$ cat config.mk
export PLATFORM = sky130hd
export DESIGN_NAME = sd_block_writer_flat
export DESIGN_NICKNAME = d
export VERILOG_FILES = /design/src/rtl/sd_block_writer_if.sv /design/src/rtl/sd_block_writer.sv /design/src/flat_wrapper.sv
export SDC_FILE = /design/constraint.sdc
export NUM_CORES = 1
export LEC_CHECK = 0
export CAP_MARGIN = 20
export CORE_MARGIN = 5
export CORE_UTILIZATION = 53
export DETAILED_ROUTE_END_ITERATION = 8
export PLACE_DENSITY = 0.77
export SYNTH_ARGS = -nofsm -noshare
export SYNTH_HDL_FRONTEND = slang
export SYNTH_SLANG_ARGS = --single-unit
$ cat constraint.sdc
create_clock -name i_clk -period 2.5 [get_ports i_clk]
set_input_delay 0.25 -clock i_clk [delete_from_list [all_inputs] [get_ports i_clk]]
set_output_delay 0.25 -clock i_clk [all_outputs]
set_load 0.1 [all_outputs]
$ cat src/rtl/sd_block_writer_if.sv
// Handshake bundle for the SD block writer: start/status, FIFO read side and SPI pins.
// The writer drives the SPI pins only while busy; the top-level mux picks them up from here.
interface sd_block_writer_if;
  logic        start;
  logic [31:0] address;
  logic [7:0]  fifo_data;
  logic        fifo_empty;
  logic        fifo_pop;
  logic        miso;
  logic        mosi;
  logic        sclk;
  logic        cs;
  logic        busy;
  logic        done;
  logic [2:0]  error;

  modport slave (
    input  start, address, fifo_data, fifo_empty, miso,
    output fifo_pop, mosi, sclk, cs, busy, done, error
  );

  modport master (
    output start, address, fifo_data, fifo_empty, miso,
    input  fifo_pop, mosi, sclk, cs, busy, done, error
  );
endinterface

$ cat src/rtl/sd_block_writer.sv
// SPI-mode SD single-block writer (CMD24): sends the command, streams one block from a
// first-word-fall-through FIFO, checks the data response and waits out the card busy phase.
//
// state      | meaning
// S_IDLE     | waiting for start, SPI pins parked
// S_CMD      | sending 0x58, four address bytes, 0xFF
// S_R1       | polling for the R1 response
// S_GAP      | one 0xFF byte before the token
// S_TOKEN    | sending start token 0xFE
// S_DATA     | streaming BLOCK_LEN bytes from the FIFO, stalls when empty
// S_CRC      | two dummy CRC bytes
// S_RESP     | polling for the data response token
// S_BUSY     | polling while the card holds MISO low
// S_END_CS   | releasing CS
// S_END_BYTE | one trailing 0xFF byte with CS high, then done
module sd_block_writer #(
  parameter int CLK_DIV    = 2,
  parameter int BLOCK_LEN  = 512,
  parameter int R1_TRIES   = 8,
  parameter int BUSY_TRIES = 65535
) (
  input  logic           i_clk,
  input  logic           i_rst_n,
  sd_block_writer_if.slave io_sd
);

  typedef enum logic [3:0] {
    S_IDLE,
    S_CMD,
    S_R1,
    S_GAP,
    S_TOKEN,
    S_DATA,
    S_CRC,
    S_RESP,
    S_BUSY,
    S_END_CS,
    S_END_BYTE
  } state_t;

  localparam logic [15:0] DIV_RELOAD = 16'(CLK_DIV - 1);
  localparam logic [15:0] R1_LAST    = 16'(R1_TRIES - 1);
  localparam logic [15:0] RESP_LAST  = 16'd7;
  localparam logic [15:0] BUSY_LAST  = 16'(BUSY_TRIES - 1);
  localparam logic [9:0]  DATA_LAST  = 10'(BLOCK_LEN - 1);

  state_t      r_state;
  logic [31:0] r_addr;
  logic [2:0]  r_idx;
  logic [15:0] r_try;
  logic [9:0]  r_data_cnt;
  logic [2:0]  r_error;
  logic        r_busy;
  logic        r_done;
  logic        r_pop;
  logic        r_cs;
  logic        r_sclk;
  logic        r_mosi;
  logic        r_active;
  logic        r_byte_done;
  logic [2:0]  r_bit_cnt;
  logic [15:0] r_div_cnt;
  logic [7:0]  r_tx_sr;
  logic [7:0]  r_rx_sr;

  logic [7:0]  w_tx_byte;
  logic        w_launch;

  always_comb begin
    w_tx_byte = 8'hFF;
    case (r_state)
      S_CMD: begin
        case (r_idx)
          3'd0:    w_tx_byte = 8'h58;
          3'd1:    w_tx_byte = r_addr[31:24];
          3'd2:    w_tx_byte = r_addr[23:16];
          3'd3:    w_tx_byte = r_addr[15:8];
          3'd4:    w_tx_byte = r_addr[7:0];
          default: w_tx_byte = 8'hFF;
        endcase
      end
      S_TOKEN: w_tx_byte = 8'hFE;
      S_DATA:  w_tx_byte = io_sd.fifo_data;
      default: w_tx_byte = 8'hFF;
    endcase
  end

  // A new byte starts one clock after the previous one's done pulse, keeping SCLK low in the gap.
  always_comb begin
    w_launch = !r_active && !r_byte_done &&
               (r_state != S_IDLE) && (r_state != S_END_CS) &&
               !((r_state == S_DATA) && io_sd.fifo_empty);
  end

  always_ff @(posedge i_clk or negedge i_rst_n) begin
    if (!i_rst_n) begin
      r_state     <= S_IDLE;
      r_addr      <= 32'h0;
      r_idx       <= 3'd0;
      r_try       <= 16'd0;
      r_data_cnt  <= 10'd0;
      r_error     <= 3'd0;
      r_busy      <= 1'b0;
      r_done      <= 1'b0;
      r_pop       <= 1'b0;
      r_cs        <= 1'b1;
      r_sclk      <= 1'b0;
      r_mosi      <= 1'b1;
      r_active    <= 1'b0;
      r_byte_done <= 1'b0;
      r_bit_cnt   <= 3'd0;
      r_div_cnt   <= 16'd0;
      r_tx_sr     <= 8'hFF;
      r_rx_sr     <= 8'hFF;
    end else begin
      r_byte_done <= 1'b0;
      r_done      <= 1'b0;
      r_pop       <= 1'b0;

      if (w_launch) begin
        r_active  <= 1'b1;
        r_tx_sr   <= w_tx_byte;
        r_mosi    <= w_tx_byte[7];
        r_bit_cnt <= 3'd0;
        r_div_cnt <= DIV_RELOAD;
      end else if (r_active) begin
        if (r_div_cnt != 16'd0) begin
          r_div_cnt <= r_div_cnt - 16'd1;
        end else begin
          r_div_cnt <= DIV_RELOAD;
          if (!r_sclk) begin
            r_sclk  <= 1'b1;
            r_rx_sr <= {r_rx_sr[6:0], io_sd.miso};
          end else begin
            r_sclk <= 1'b0;
            if (r_bit_cnt == 3'd7) begin
              r_active    <= 1'b0;
              r_byte_done <= 1'b1;
              r_mosi      <= 1'b1;
            end else begin
              r_bit_cnt <= r_bit_cnt + 3'd1;
              r_tx_sr   <= {r_tx_sr[6:0], 1'b1};
              r_mosi    <= r_tx_sr[6];
            end
          end
        end
      end

      case (r_state)
        S_IDLE: begin
          if (io_sd.start) begin
            r_addr  <= io_sd.address;
            r_busy  <= 1'b1;
            r_error <= 3'd0;
            r_cs    <= 1'b0;
            r_idx   <= 3'd0;
            r_state <= S_CMD;
          end
        end
        S_CMD: begin
          if (r_byte_done) begin
            if (r_idx == 3'd5) begin
              r_idx   <= 3'd0;
              r_try   <= 16'd0;
              r_state <= S_R1;
            end else begin
              r_idx <= r_idx + 3'd1;
            end
          end
        end
        S_R1: begin
          if (r_byte_done) begin
            if (r_rx_sr != 8'hFF) begin
              if (r_rx_sr == 8'h00) begin
                r_state <= S_GAP;
              end else begin
                r_error <= 3'd2;
                r_state <= S_END_CS;
              end
            end else if (r_try == R1_LAST) begin
              r_error <= 3'd1;
              r_state <= S_END_CS;
            end else begin
              r_try <= r_try + 16'd1;
            end
          end
        end
        S_GAP: begin
          if (r_byte_done) r_state <= S_TOKEN;
        end
        S_TOKEN: begin
          if (r_byte_done) begin
            r_data_cnt <= 10'd0;
            r_state    <= S_DATA;
          end
        end
        S_DATA: begin
          if (w_launch) r_pop <= 1'b1;
          if (r_byte_done) begin
            if (r_data_cnt == DATA_LAST) begin
              r_data_cnt <= 10'd0;
              r_idx      <= 3'd0;
              r_state    <= S_CRC;
            end else begin
              r_data_cnt <= r_data_cnt + 10'd1;
            end
          end
        end
        S_CRC: begin
          if (r_byte_done) begin
            if (r_idx == 3'd1) begin
              r_try   <= 16'd0;
              r_state <= S_RESP;
            end else begin
              r_idx <= r_idx + 3'd1;
            end
          end
        end
        S_RESP: begin
          if (r_byte_done) begin
            if (r_rx_sr != 8'hFF) begin
              if (r_rx_sr[4:0] == 5'h05) begin
                r_try   <= 16'd0;
                r_state <= S_BUSY;
              end else begin
                r_error <= 3'd3;
                r_state <= S_END_CS;
              end
            end else if (r_try == RESP_LAST) begin
              r_error <= 3'd3;
              r_state <= S_END_CS;
            end else begin
              r_try <= r_try + 16'd1;
            end
          end
        end
        S_BUSY: begin
          if (r_byte_done) begin
            if (r_rx_sr != 8'h00) begin
              r_state <= S_END_CS;
            end else if (r_try == BUSY_LAST) begin
              r_error <= 3'd4;
              r_state <= S_END_CS;
            end else begin
              r_try <= r_try + 16'd1;
            end
          end
        end
        S_END_CS: begin
          r_cs    <= 1'b1;
          r_state <= S_END_BYTE;
        end
        S_END_BYTE: begin
          if (r_byte_done) begin
            r_done  <= 1'b1;
            r_busy  <= 1'b0;
            r_state <= S_IDLE;
          end
        end
        default: r_state <= S_IDLE;
      endcase
    end
  end

  assign io_sd.fifo_pop = r_pop;
  assign io_sd.mosi     = r_mosi;
  assign io_sd.sclk     = r_sclk;
  assign io_sd.cs       = r_cs;
  assign io_sd.busy     = r_busy;
  assign io_sd.done     = r_done;
  assign io_sd.error    = r_error;

endmodule
$ cat src/flat_wrapper.sv
// flat-port wrapper written by rule: the top's interface ports become plain ports
module sd_block_writer_flat 
#(
  parameter int CLK_DIV    = 2,
  parameter int BLOCK_LEN  = 512,
  parameter int R1_TRIES   = 8,
  parameter int BUSY_TRIES = 65535
)
  (i_clk, i_rst_n, io_sd_start, io_sd_address, io_sd_fifo_data, io_sd_fifo_empty, io_sd_miso, io_sd_fifo_pop, io_sd_mosi, io_sd_sclk, io_sd_cs, io_sd_busy, io_sd_done, io_sd_error);
  sd_block_writer_if io_sd_i ();
  input  logic i_clk;
  input  logic i_rst_n;
  input wire logic [$bits(io_sd_i.start)-1:0] io_sd_start;
  input wire logic [$bits(io_sd_i.address)-1:0] io_sd_address;
  input wire logic [$bits(io_sd_i.fifo_data)-1:0] io_sd_fifo_data;
  input wire logic [$bits(io_sd_i.fifo_empty)-1:0] io_sd_fifo_empty;
  input wire logic [$bits(io_sd_i.miso)-1:0] io_sd_miso;
  output wire logic [$bits(io_sd_i.fifo_pop)-1:0] io_sd_fifo_pop;
  output wire logic [$bits(io_sd_i.mosi)-1:0] io_sd_mosi;
  output wire logic [$bits(io_sd_i.sclk)-1:0] io_sd_sclk;
  output wire logic [$bits(io_sd_i.cs)-1:0] io_sd_cs;
  output wire logic [$bits(io_sd_i.busy)-1:0] io_sd_busy;
  output wire logic [$bits(io_sd_i.done)-1:0] io_sd_done;
  output wire logic [$bits(io_sd_i.error)-1:0] io_sd_error;
  assign io_sd_i.start = io_sd_start;
  assign io_sd_i.address = io_sd_address;
  assign io_sd_i.fifo_data = io_sd_fifo_data;
  assign io_sd_i.fifo_empty = io_sd_fifo_empty;
  assign io_sd_i.miso = io_sd_miso;
  assign io_sd_fifo_pop = io_sd_i.fifo_pop;
  assign io_sd_mosi = io_sd_i.mosi;
  assign io_sd_sclk = io_sd_i.sclk;
  assign io_sd_cs = io_sd_i.cs;
  assign io_sd_busy = io_sd_i.busy;
  assign io_sd_done = io_sd_i.done;
  assign io_sd_error = io_sd_i.error;
  sd_block_writer #(.CLK_DIV(CLK_DIV), .BLOCK_LEN(BLOCK_LEN), .R1_TRIES(R1_TRIES), .BUSY_TRIES(BUSY_TRIES)) u_core (.i_clk(i_clk), .i_rst_n(i_rst_n), .io_sd(io_sd_i));
endmodule
==> run_1/placement.png <==
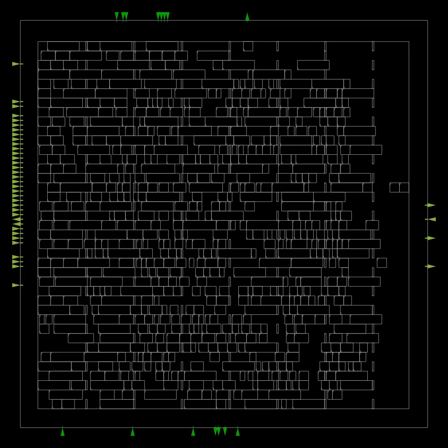
Placeable Area: 11400 µm²
FFs & Latches: 110
final cell count without fillers: 822

==> run_1/clk_routes.png <==
Scale: 2 px per µm.
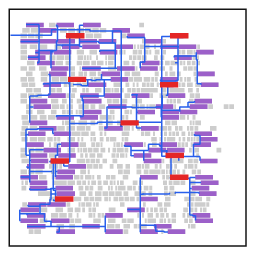
[flip-flops] purple | count: 110
[clock drivers] red | count: 9
[clock wires] blue | length: 1270 µm
flops lie: all over the die
routed clock nets: 10
clk ins delay skew pair: 0.36 ns
Clk pwr share: 0.428

==> CHANGELOG.md, run 1 <==
### Metrics

- Register area: ~2800 µm²
- Post-layout util: 0.639
- Crit path launch type: flip-flop
- Share of layout cells above drive strength 1: 0.200
- Worst setup path class: reg -> reg
- GR Overflow Total: 0
- Worst hold slack: roughly 0.43 ns
- Final cycle utilization of the critical path: 0.975
- Worst r2r path cells: 6
- GRT Util Overall: 0.214
- Top Layout Cells: dfrtp_1, mux2_2, clkdlybuf4s50_1
- Clock buf/inv share: 0.0415
- Global placement routability congestion: roughly 0.85
- Die width: 118 µm
- Remaining DRCs: 0
- Yosys top cell by instances: dfrtp_1
- Minimum clock period: 2.44 ns
- Worst R2R End: u_core.r_try[11]
- Switching share of power: 0.233
- Logic family by area: simple AND/OR/NAND/NOR gates
- # rows: 39
- Detailed Route Iter0 Violations: around 310
- FMAX: around 0.4 GHz
- Simple share: 0.205
- Clk buf depth: 2
- Post-synth regs: 110
- Run status: completed
- Dpl cell area: between 6000 and 7000 µm²
==> run_1/io_fan.png <==
Scale: 4 px per µm.
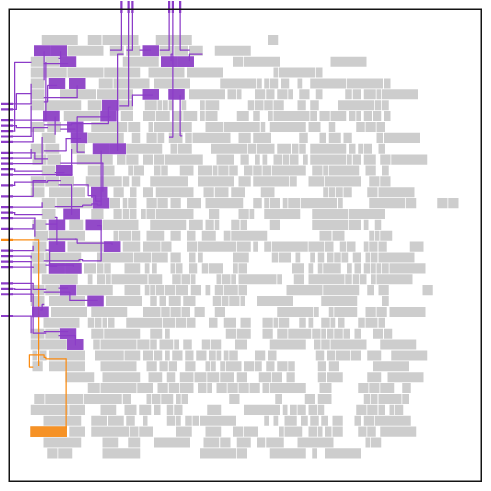
[io_sd_address] purple | bits: 32 | direction: input | edge: 26 left, 6 top | end cells: 32 | wire: 709 µm
[io_sd_busy] orange | bits: 1 | direction: output | edge: left | end cells: 1 | wire: 69.7 µm
top-level port count: 54
Port Buffers: 53

==> run_1/flops_by_reg.png <==
Scale: 2 px per µm. Other sequential cells in the stronger grey, the rest of the logic in the fainter grey.
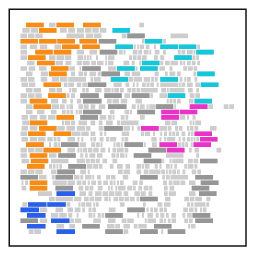

==> run 2, diff against run 1 <==
--- a/config.mk
+++ b/config.mk
@@ -6,9 +6,10 @@
 export NUM_CORES = 1
 export LEC_CHECK = 0
 export CAP_MARGIN = 20
-export CORE_MARGIN = 5
+export CORE_MARGIN = 3
 export CORE_UTILIZATION = 53
 export DETAILED_ROUTE_END_ITERATION = 8
+export HOLD_SLACK_MARGIN = 0.06
 export PLACE_DENSITY = 0.77
 export SYNTH_ARGS = -nofsm -noshare
 export SYNTH_HDL_FRONTEND = slang
==> run_2/flops_by_reg.png <==
Scale: 2 px per µm. Other sequential cells in the stronger grey, the rest of the logic in the fainter grey.
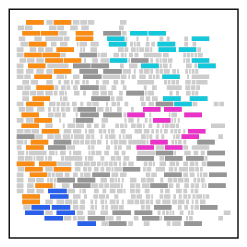
[u_core.r_rx_sr] blue | placed flops: 8 | where: bottom left
[u_core.r_data_cnt] magenta | placed flops: 10
[u_core.r_div_cnt] cyan | placed flops: 16
[u_core.r_addr] orange | placed flops: 32 | where: a vertical strip on the left
post-layout util: 0.663
fraction of area in registers: 0.377
Seq. pwr: 1790 µW
register area: 2770 µm²

==> run 2 against run 1 <==
Area after synthesis did not move; worst setup slack worse by 0.0024 ns; critical path depth down 1; first-iteration DRC count rose by 17%; hold slack lost 0.0051 ns; sequential power about the same; synthesized cell count unchanged; critical endpoint is now u_core.r_try[8].
==> CHANGELOG.md, run 2 <==
### Metrics

- Logic family by area: simple AND/OR/NAND/NOR gates
- Yosys top cell by instances: dfrtp_1
- Detailed Route Iter0 Violations: 363
- XOR/XNOR Area Share: 0.00998
- Worst r2r path cells: 5
- Run status: completed
- Crit Reg-Reg Startpoint: u_core.r_rx_sr[2]
- Top post-synthesis cells by count: dfrtp_1, mux2_2, nand2_1
- Worst setup path class: reg -> reg
- Final WL: about 15000 µm
- GRT Util Overall: 0.234
- Global placement routability congestion: ~0.91
- Top Layout Cells: dfrtp_1, mux2_2, buf_4
- Die area: between 10000 and 15000 µm²
- Largest net degree at the start of global routing: 70
- Top-level port count: between 50 and 60
- Crit path launch type: flip-flop
- # rows: 38
- Clk buf depth: 2
- FMAX: roughly 0.4 GHz
- Top Registers: u_core.r_addr x32, u_core.r_div_cnt x16, u_core.r_try x16
- Crit path max-delay family: simple AND/OR/NAND/NOR gates
- Placeable Area: roughly 11000 µm²
- Clk ins delay skew pair: between 0.3 and 0.4 ns
- Maxcap violations: 0
- GR Overflow Total: 0
- FFs & Latches: about 110
- Dpl cell area: between 6000 and 7000 µm²
- Port Buffers: about 53
- Simple share: 0.205
- Switching share of power: 0.217
- Worst R2R End: u_core.r_try[8]
- Share of layout cells above drive strength 1: 0.215
- Final cycle utilization of the critical path: 0.976
- Clock buf/inv share: 0.0421
- Die width: about 110 µm
- Worst hold slack: approximately 0.43 ns
==> run_2/clk_routes.png <==
Scale: 2 px per µm.
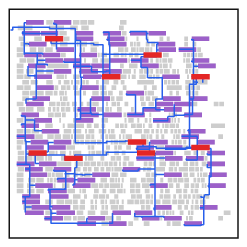
[flip-flops] purple | count: 110
[clock drivers] red | count: 9
[clock wires] blue | length: 1280 µm
flops lie: all over the die
Clk pwr share: 0.435
Clk. pwr: 1470 µW
Fin Clk Skew: 0.00591 ns

Power is estimated from default activity; no workload was simulated.
